$ cat src/rtl/fib_table.sv
// fib_table: FIB packet engine; inbound SPI->PIT (clk, rst, RX_valid, data_SPI_to_FIB, rejected -> pit_out_*, prefix_ready, data_FIB_to_PIT) and outbound PIT->SPI (start_send_to_pit, fib_out_bit, pit_in_*, data_PIT_to_FIB -> FIB_to_SPI_data_flag, data_FIB_to_SPI); FIB_REJECT_EN enables payload drop on rejected
module fib_table (
  input  logic        clk,
  input  logic        rst,
  input  logic [63:0] pit_in_prefix,
  input  logic [7:0]  pit_in_metadata,
  input  logic        rejected,
  input  logic        fib_out_bit,
  input  logic        start_send_to_pit,
  input  logic [7:0]  data_PIT_to_FIB,
  input  logic        RX_valid,
  input  logic [7:0]  data_SPI_to_FIB,
  output logic [63:0] pit_out_prefix,
  output logic        prefix_ready,
  output logic [7:0]  pit_out_metadata,
  output logic [7:0]  data_FIB_to_PIT,
  output logic        FIB_to_SPI_data_flag,
  output logic [7:0]  data_FIB_to_SPI
);
  typedef enum logic [2:0] {I_IDLE, I_RX, I_READY, I_DECIDE, I_FWD} in_st_t;
  typedef enum logic [1:0] {O_IDLE, O_COLLECT, O_FLAG, O_TX} out_st_t;
  in_st_t ist, ist_n;
  out_st_t ost, ost_n;
  logic [5:0] icnt, ocnt;
  logic [7:0] imeta;
  logic [63:0] ipfx;
  logic [255:0] ipay;
  logic [327:0] obuf;
  logic odata, ilast, olast, rej;
`ifdef FIB_REJECT_EN
  assign rej = rejected;
`else
  logic unused_rejected;
  assign unused_rejected = rejected;
  assign rej = 1'b0;
`endif
  assign ilast = (icnt == 6'd8 && imeta[6]) || icnt == 6'd40;
  assign olast = ocnt == (odata ? 6'd40 : 6'd8);
  assign prefix_ready = ist == I_READY;
  assign data_FIB_to_PIT = ist == I_FWD ? ipay[255:248] : 8'd0;
  assign FIB_to_SPI_data_flag = ost == O_FLAG;
  always_comb begin
    ist_n = I_IDLE;
    if (RX_valid) ist_n = I_RX;
    else
      unique case (ist)
        I_RX:     ist_n = ilast ? I_READY : I_RX;
        I_READY:  ist_n = imeta[6] ? I_IDLE : I_DECIDE;
        I_DECIDE: ist_n = rej ? I_IDLE : I_FWD;
        I_FWD:    ist_n = icnt == 6'd31 ? I_IDLE : I_FWD;
        default:  ist_n = I_IDLE;
      endcase
  end
  always_comb begin
    ost_n = ost;
    unique case (ost)
      O_IDLE:    ost_n = start_send_to_pit ? (fib_out_bit ? O_COLLECT : O_FLAG) : O_IDLE;
      O_COLLECT: ost_n = ocnt == 6'd31 ? O_FLAG : O_COLLECT;
      O_FLAG:    ost_n = O_TX;
      default:   ost_n = olast ? O_IDLE : O_TX;
    endcase
  end
  always_ff @(posedge clk) begin
    if (rst) begin
      ist <= I_IDLE;
      icnt <= '0;
      imeta <= '0;
      ipfx <= '0;
      ipay <= '0;
      pit_out_prefix <= '0;
      pit_out_metadata <= '0;
    end else begin
      ist <= ist_n;
      icnt <= (RX_valid || ist_n != ist) ? 6'd0 : icnt + 6'd1;
      if (ist == I_RX && !RX_valid) begin
        if (icnt == 6'd0) imeta <= data_SPI_to_FIB;
        else if (icnt <= 6'd8) ipfx <= {ipfx[55:0], data_SPI_to_FIB};
        else ipay <= {ipay[247:0], data_SPI_to_FIB};
        if (ilast) begin
          pit_out_metadata <= imeta;
          pit_out_prefix <= imeta[6] ? {ipfx[55:0], data_SPI_to_FIB} : ipfx;
        end
      end
      if (ist == I_FWD) ipay <= {ipay[247:0], 8'd0};
    end
  end
  always_ff @(posedge clk) begin
    if (rst) begin
      ost <= O_IDLE;
      ocnt <= '0;
      odata <= 1'b0;
      obuf <= '0;
      data_FIB_to_SPI <= '0;
    end else begin
      ost <= ost_n;
      ocnt <= ost_n != ost ? 6'd0 : ocnt + 6'd1;
      if (ost == O_IDLE && start_send_to_pit) begin
        odata <= fib_out_bit;
        obuf <= {pit_in_metadata, pit_in_prefix, 256'd0};
      end
      if (ost == O_COLLECT) obuf[255:0] <= {obuf[247:0], data_PIT_to_FIB};
      if (ost == O_FLAG || (ost == O_TX && !olast)) begin
        data_FIB_to_SPI <= obuf[327:320];
        obuf <= {obuf[319:0], 8'd0};
      end
    end
  end
endmodule

$ cat config.mk
export PLATFORM = sky130hd
export DESIGN_NAME = fib_table
export DESIGN_NICKNAME = d
export VERILOG_FILES = /design/src/rtl/fib_table.sv
export SDC_FILE = /design/constraint.sdc
export NUM_CORES = 1
export LEC_CHECK = 0
export CORE_MARGIN = 2
export CORE_UTILIZATION = 60
export CTS_BUF_LIST = sky130_fd_sc_hd__clkbuf_4
export DETAILED_ROUTE_END_ITERATION = 7
export GPL_TIMING_DRIVEN = 1
export MAX_ROUTING_LAYER = met4
export PLACE_DENSITY = 0.83
export SYNTH_ARGS = -nofsm -noshare
export SYNTH_HDL_FRONTEND = slang
export SYNTH_SLANG_ARGS = --single-unit
$ cat constraint.sdc
create_clock -name clk -period 2.29 [get_ports clk]
set_input_delay 0.5725 -clock clk [delete_from_list [all_inputs] [get_ports clk]]
set_output_delay 0.5725 -clock clk [all_outputs]
set_load 0.02 [all_outputs]
==> images/met1.png <==
(1 px per um) Supply wires on this layer in grey.
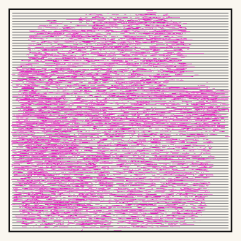
longest straight run: 63.5 um
share of all routed wire: 43%
wire length on this layer: 26.8 mm

==> images/met3.png <==
(2 px per um) Cells faint in the background.
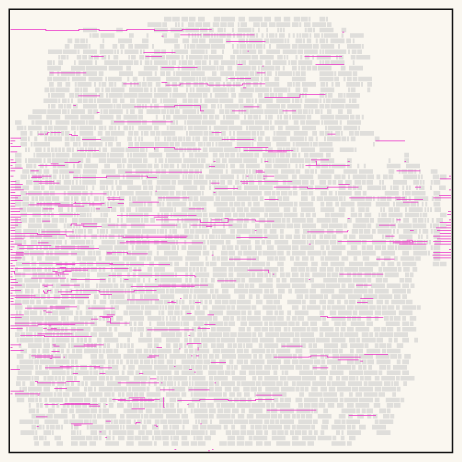
share of all routed wire: 5.8%
wire length on this layer: 3610 um

==> images/density.png <==
(1.5 px per um) 22 x 22 tiles, from white (low) to dark blue (high), 0 to 100% covered.
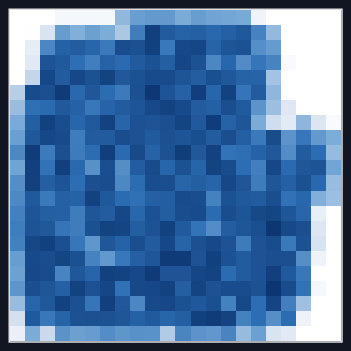
fullest tile: 98%
nearly empty tiles: 10%
tiles over 75% full: 60%
mean over tiles: 67%
emptiest ninth of the die: north-east
Initial Utilization: 60.7%
Floorplan Core Area: 46500 um2
final core occ: 71.7%

==> summary.txt <==
Figures from the flow reports.

Status:
- The run finished, with violations left.
- The final reports fail on setup timing.

Final layout:
- The register with the most flip-flops in the layout has 328 of them.
- The run puts the share of final-layout standard cells stronger than drive strength 1 at 14.5%.
- The run gives the proportion of final cell area spent on non-clock buffers as 9.41%.
- The run gives the tally of non-filler cells in the final layout as 3835.
- The run puts the count of non-CTS buffers in the layout at 292.
- The registers reported with the highest flop counts are obuf x328, ipay x256.
- The run gives the most common logic cell in the routed design as dfxtp_1.
- Per the final report, the share of cell area in clock cells is 6.68%.
- The run gives the layout-stage area growth over the synthesis result as 18.0%.
- The run puts the fraction of area in multi-input gates at 36.1%.
- The run puts the area occupied by registers at 15100 um2.
- The run puts the final-layout fill cell count at 3263.
- The run puts the post-layout net count at 3208.
- More flip-flops sit in one register than any other, and that register is obuf.
- The run gives the count of non-CTS inverters in the layout as 8.
- By area, the class that comes first in the final layout consists of sequential cells.
- The run gives the sequential cell area share as 45.4%.
- For this run, the script counts the antenna cells in the layout as 4.
- The final report gives the standard cell area, fillers excluded, as 33300 um2.
- The final design was reported to hold multi-input combinational gates totalling 1871.

Setup path:
- The run puts the required arrival time at the worst endpoint at 1.72 ns.
- In this run the critical path is formed by nor3b_4 -> buf_6 -> and2_4 -> buf_6.
- The timing report shows the most common cell along the critical path to be buf_6.
- The run gives the endpoint of the most critical setup path as data_FIB_to_PIT[0].
- The timing report shows that the slowest cell on the worst path is dfxtp_2.
- The run gives the startpoint of the most critical setup path as ist[0]$_SDFF_PP0_.
- At the worst endpoint, the arrival time is 1.95 ns.
- The run puts the worst reg-to-reg setup slack at 0.14 ns.
- For the worst reg-to-reg path, the startpoint reported by OpenROAD is ocnt[0]$_SDFF_PP0_.
- The run puts the longest individual stage delay on the worst path at 0.33 ns.
- The run puts the number of cells on the worst reg-to-reg path at 8.
- STA classifies the critical path startpoint as a flop.
- STA lists the endpoint of the worst register-to-register path as obuf[286]$_SDFFE_PP0P_.
- The critical path maximum fanout is 8.
- The run gives the type of destination of the critical path as an output pin.
- Looking at the setup timing report, the critical path kind is reg2out.

Synth:
- The chip area line in the Yosys stat output reads 28200 um2.
- The run puts the AND-OR/OR-AND share of the synthesized area at 13.8%.
- The synthesized netlist devotes 16.0% of its cell area to simple gates.
- Of the post-synthesis cell area, the part taken by muxes is 11.9%.
- Ranked by total cell area, the synthesized netlist is headed by dfxtp_1 54%, mux2i_1 12%, a22oi_1 6.6%.
- Per the synth stats, the proportion of register bits with asynchronous set or reset is 0%.
- The run gives the gate count after technology mapping as 2887.
- The net count after synthesis is 2985.
- The run gives the sequential-to-total area share from yosys stat as 53.5%.
- In this run the mean area of a mapped cell was 9.77 um2.
- The run puts the number of warnings printed during yosys synthesis at 0.
- After synthesis, the most frequently instantiated cells are 754 x dfxtp_1, 419 x nor2_1, 336 x mux2i_1.
- The run gives the number of synthesized flops with an enable pin as 0.
- The run puts the xor-xnor portion of the synthesized cell area at 0.373%.
- Looking at area per cell type in the netlist, the leader is dfxtp_1.
- The run gives the cell count in the Yosys report as 2887.
- Looking at the cell usage after synthesis, the top flip-flop cell is dfxtp_1.
- By instance count, the leading cell after synthesis is dfxtp_1.
- The run gives the area share of the largest cell type after synthesis as 53.5%.
- The run gives the post-synthesis adder-cell area fraction as 0.177%.
- The run gives the number of distinct standard cells referenced by the synthesized netlist as 46.

Placed design:
- In the placement report, post-DP HPWL is listed as 38800 um.
- The final weighted congestion recorded by global placement is 0.862.
- The run gives the count of input and output buffers as 182.
- The run puts the standard cell area after detailed placement at 30900 um2.
- The run puts the number of placed cells counting well taps at 3522.
- Before CTS, the worst setup slack after placement is -0.203 ns.

STA:
- The run puts the minimum clock period after layout at 2.52 ns.
- The run puts the number of hold violations in the final report at 0.
- Pins over their slew limit in the final report were tallied at 0.
- The run gives the worst-case headroom to the max-slew limit as 61.1%.
- The run puts the smallest hold slack at 0.159 ns.
- The run puts the setup TNS after final layout at -1.91 ns.
- Post-route period utilization is reported as 110%.
- The highest clock rate this design can be run at is 0.397 GHz.
- The run puts the post-route clock skew at 0.0666 ns.
- The run puts the final setup slack of the worst path at -0.230 ns.
- The transition time recorded at the tightest slew-check pin is 0.584 ns.
- The run puts the final setup violation count at 9.

Power and ir drop:
- Cell internal power was estimated by the tool at 0.0198 W.
- The run gives the maximum vdd drop as 0.484 mV.
- The run puts the overall power of the completed layout at 0.0265 W.
- Power spread over the standard cell area amounts to 796 nW/um2.
- The run puts the reported net switching power at 0.00668 W.
- The run puts the static leakage at 11.7 nW.
- Switching power as a fraction of the total was reported as 25.2%.
- The run puts the combinational power at 0.00224 W.
- Per report_power, the Sequential row totals 0.0136 W.
- The run gives the proportion of power drawn by the clock network as 40.4%.
- The largest part of the power goes to registers.
- The run puts the relative contribution of combinational cells to total power at 8.4%.

GRT:
- The run gives the met3 usage in global routing as 5.86%.
- Entering global routing, the biggest net connects 137 pins.
- Summed over all layers, the global routing overflow is 0.
- The via count of the first global-routing pass is 21300.
- The first global-routing pass estimated 102000 um of wire.
- The run puts the initial antenna violation count at 4.
- The layer flagged by global routing as most heavily used is met2.
- Across every metal layer, demand over resource in global routing totals 25.4%.
- The run puts the met1 track utilization from global routing at 31.6%.

Die:
- 184 I/O pins were placed.
- The run puts the number of tapcells at 607.
- The run puts the die height at 221 um.
- The run puts the horizontal die size at 221 um.
- The run puts the number of core rows at 79.
- The run gives the area enclosed by the die boundary as 48800 um2.

Route:
- The run gives the met1 wire length as 26800 um.
- The routed design shows a wire length per standard cell of 16.1 um.
- The routed layout has 21700 vias.
- The run puts the amount of wire on met3 after detailed routing at 3610 um.
- Per the post-route antenna check, the number of violating nets is 0.
- The run gives the number of search-and-repair iterations in the first detailed-routing pass as 6.
- The run gives the wire length after detailed routing as 61700 um.
- The run puts the violation count after the first detailed-route iteration at 1707.
- After detailed routing, no signal wire sits above met4.

Clocking:
- Clock tree synthesis selected as its root buffer the cell clkbuf_4.
- The run gives the clock latency on the worst-skew pair as 0.98 ns.
- TritonCTS built the clock tree.
- The number of hold buffers added after CTS was 1.
- The run gives the deepest level of the CTS H-tree as 4.
- The run puts the buffer depth of the longest clock path at 3.
- In the CTS report, the clock slew at the register clock pins of the worst setup and hold paths is listed as 0.06 ns.
- In this run, post-CTS repair resized a total of 260 instances.

Job:
- The run gives the number of max-cap violations as 0.
- The run gives the stage-log warning count as 41.

Min path:
- According to the hold report, the worst path is of the in2reg type.
==> images/clock_map.png <==
(1.5 px per um)
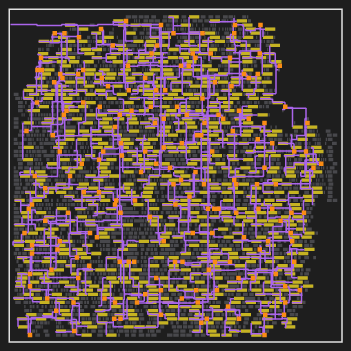
[purple] clock wires | length: 9120 um
[orange] cells driving clock nets | count: 183
[yellow] flip-flops | count: 754
flops lie: widely spread
routed clock nets: 184

==> images/final_clocks.png <==
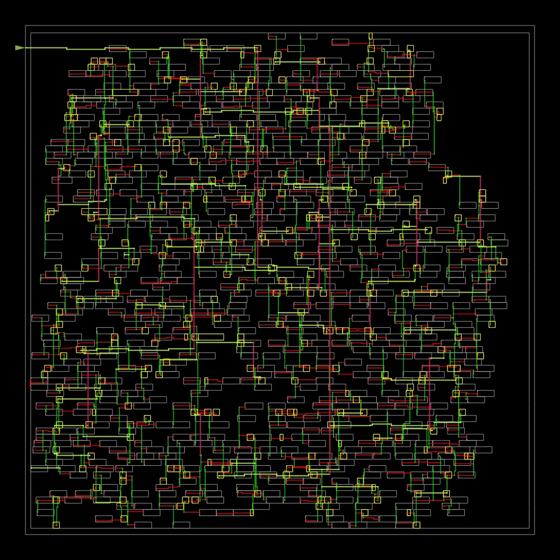
count of clock buffers in the final design: 265
Clock net power: 0.0107 W
cts bufs inserted: 183
number of sequential storage elements: 754
clk sinks: 754

==> how the worst min path moves through the flow <==
stage                       startpoint                      to  slack [ns]
finish              data_PIT_to_FIB[1]    obuf[1]$_SDFFE_PP0P_        0.16
global route          pit_in_prefix[1]  obuf[257]$_SDFFE_PP0P_        0.11
CTS                 data_PIT_to_FIB[5]    obuf[5]$_SDFFE_PP0P_        0.06
detailed placement  icnt[0]$_SDFF_PP0_      icnt[0]$_SDFF_PP0_        0.46
global placement    icnt[0]$_SDFF_PP0_      icnt[0]$_SDFF_PP0_        0.44
floorplan           icnt[0]$_SDFF_PP0_      icnt[0]$_SDFF_PP0_        0.43
==> critical path, delay by kind of cell, from the launching register on <==
kind | cells | cell delay [ns]
simple gates | 2 | 0.38
flops | 1 | 0.33
buf+inv | 2 | 0.27
Power is estimated from default activity; no workload was simulated.
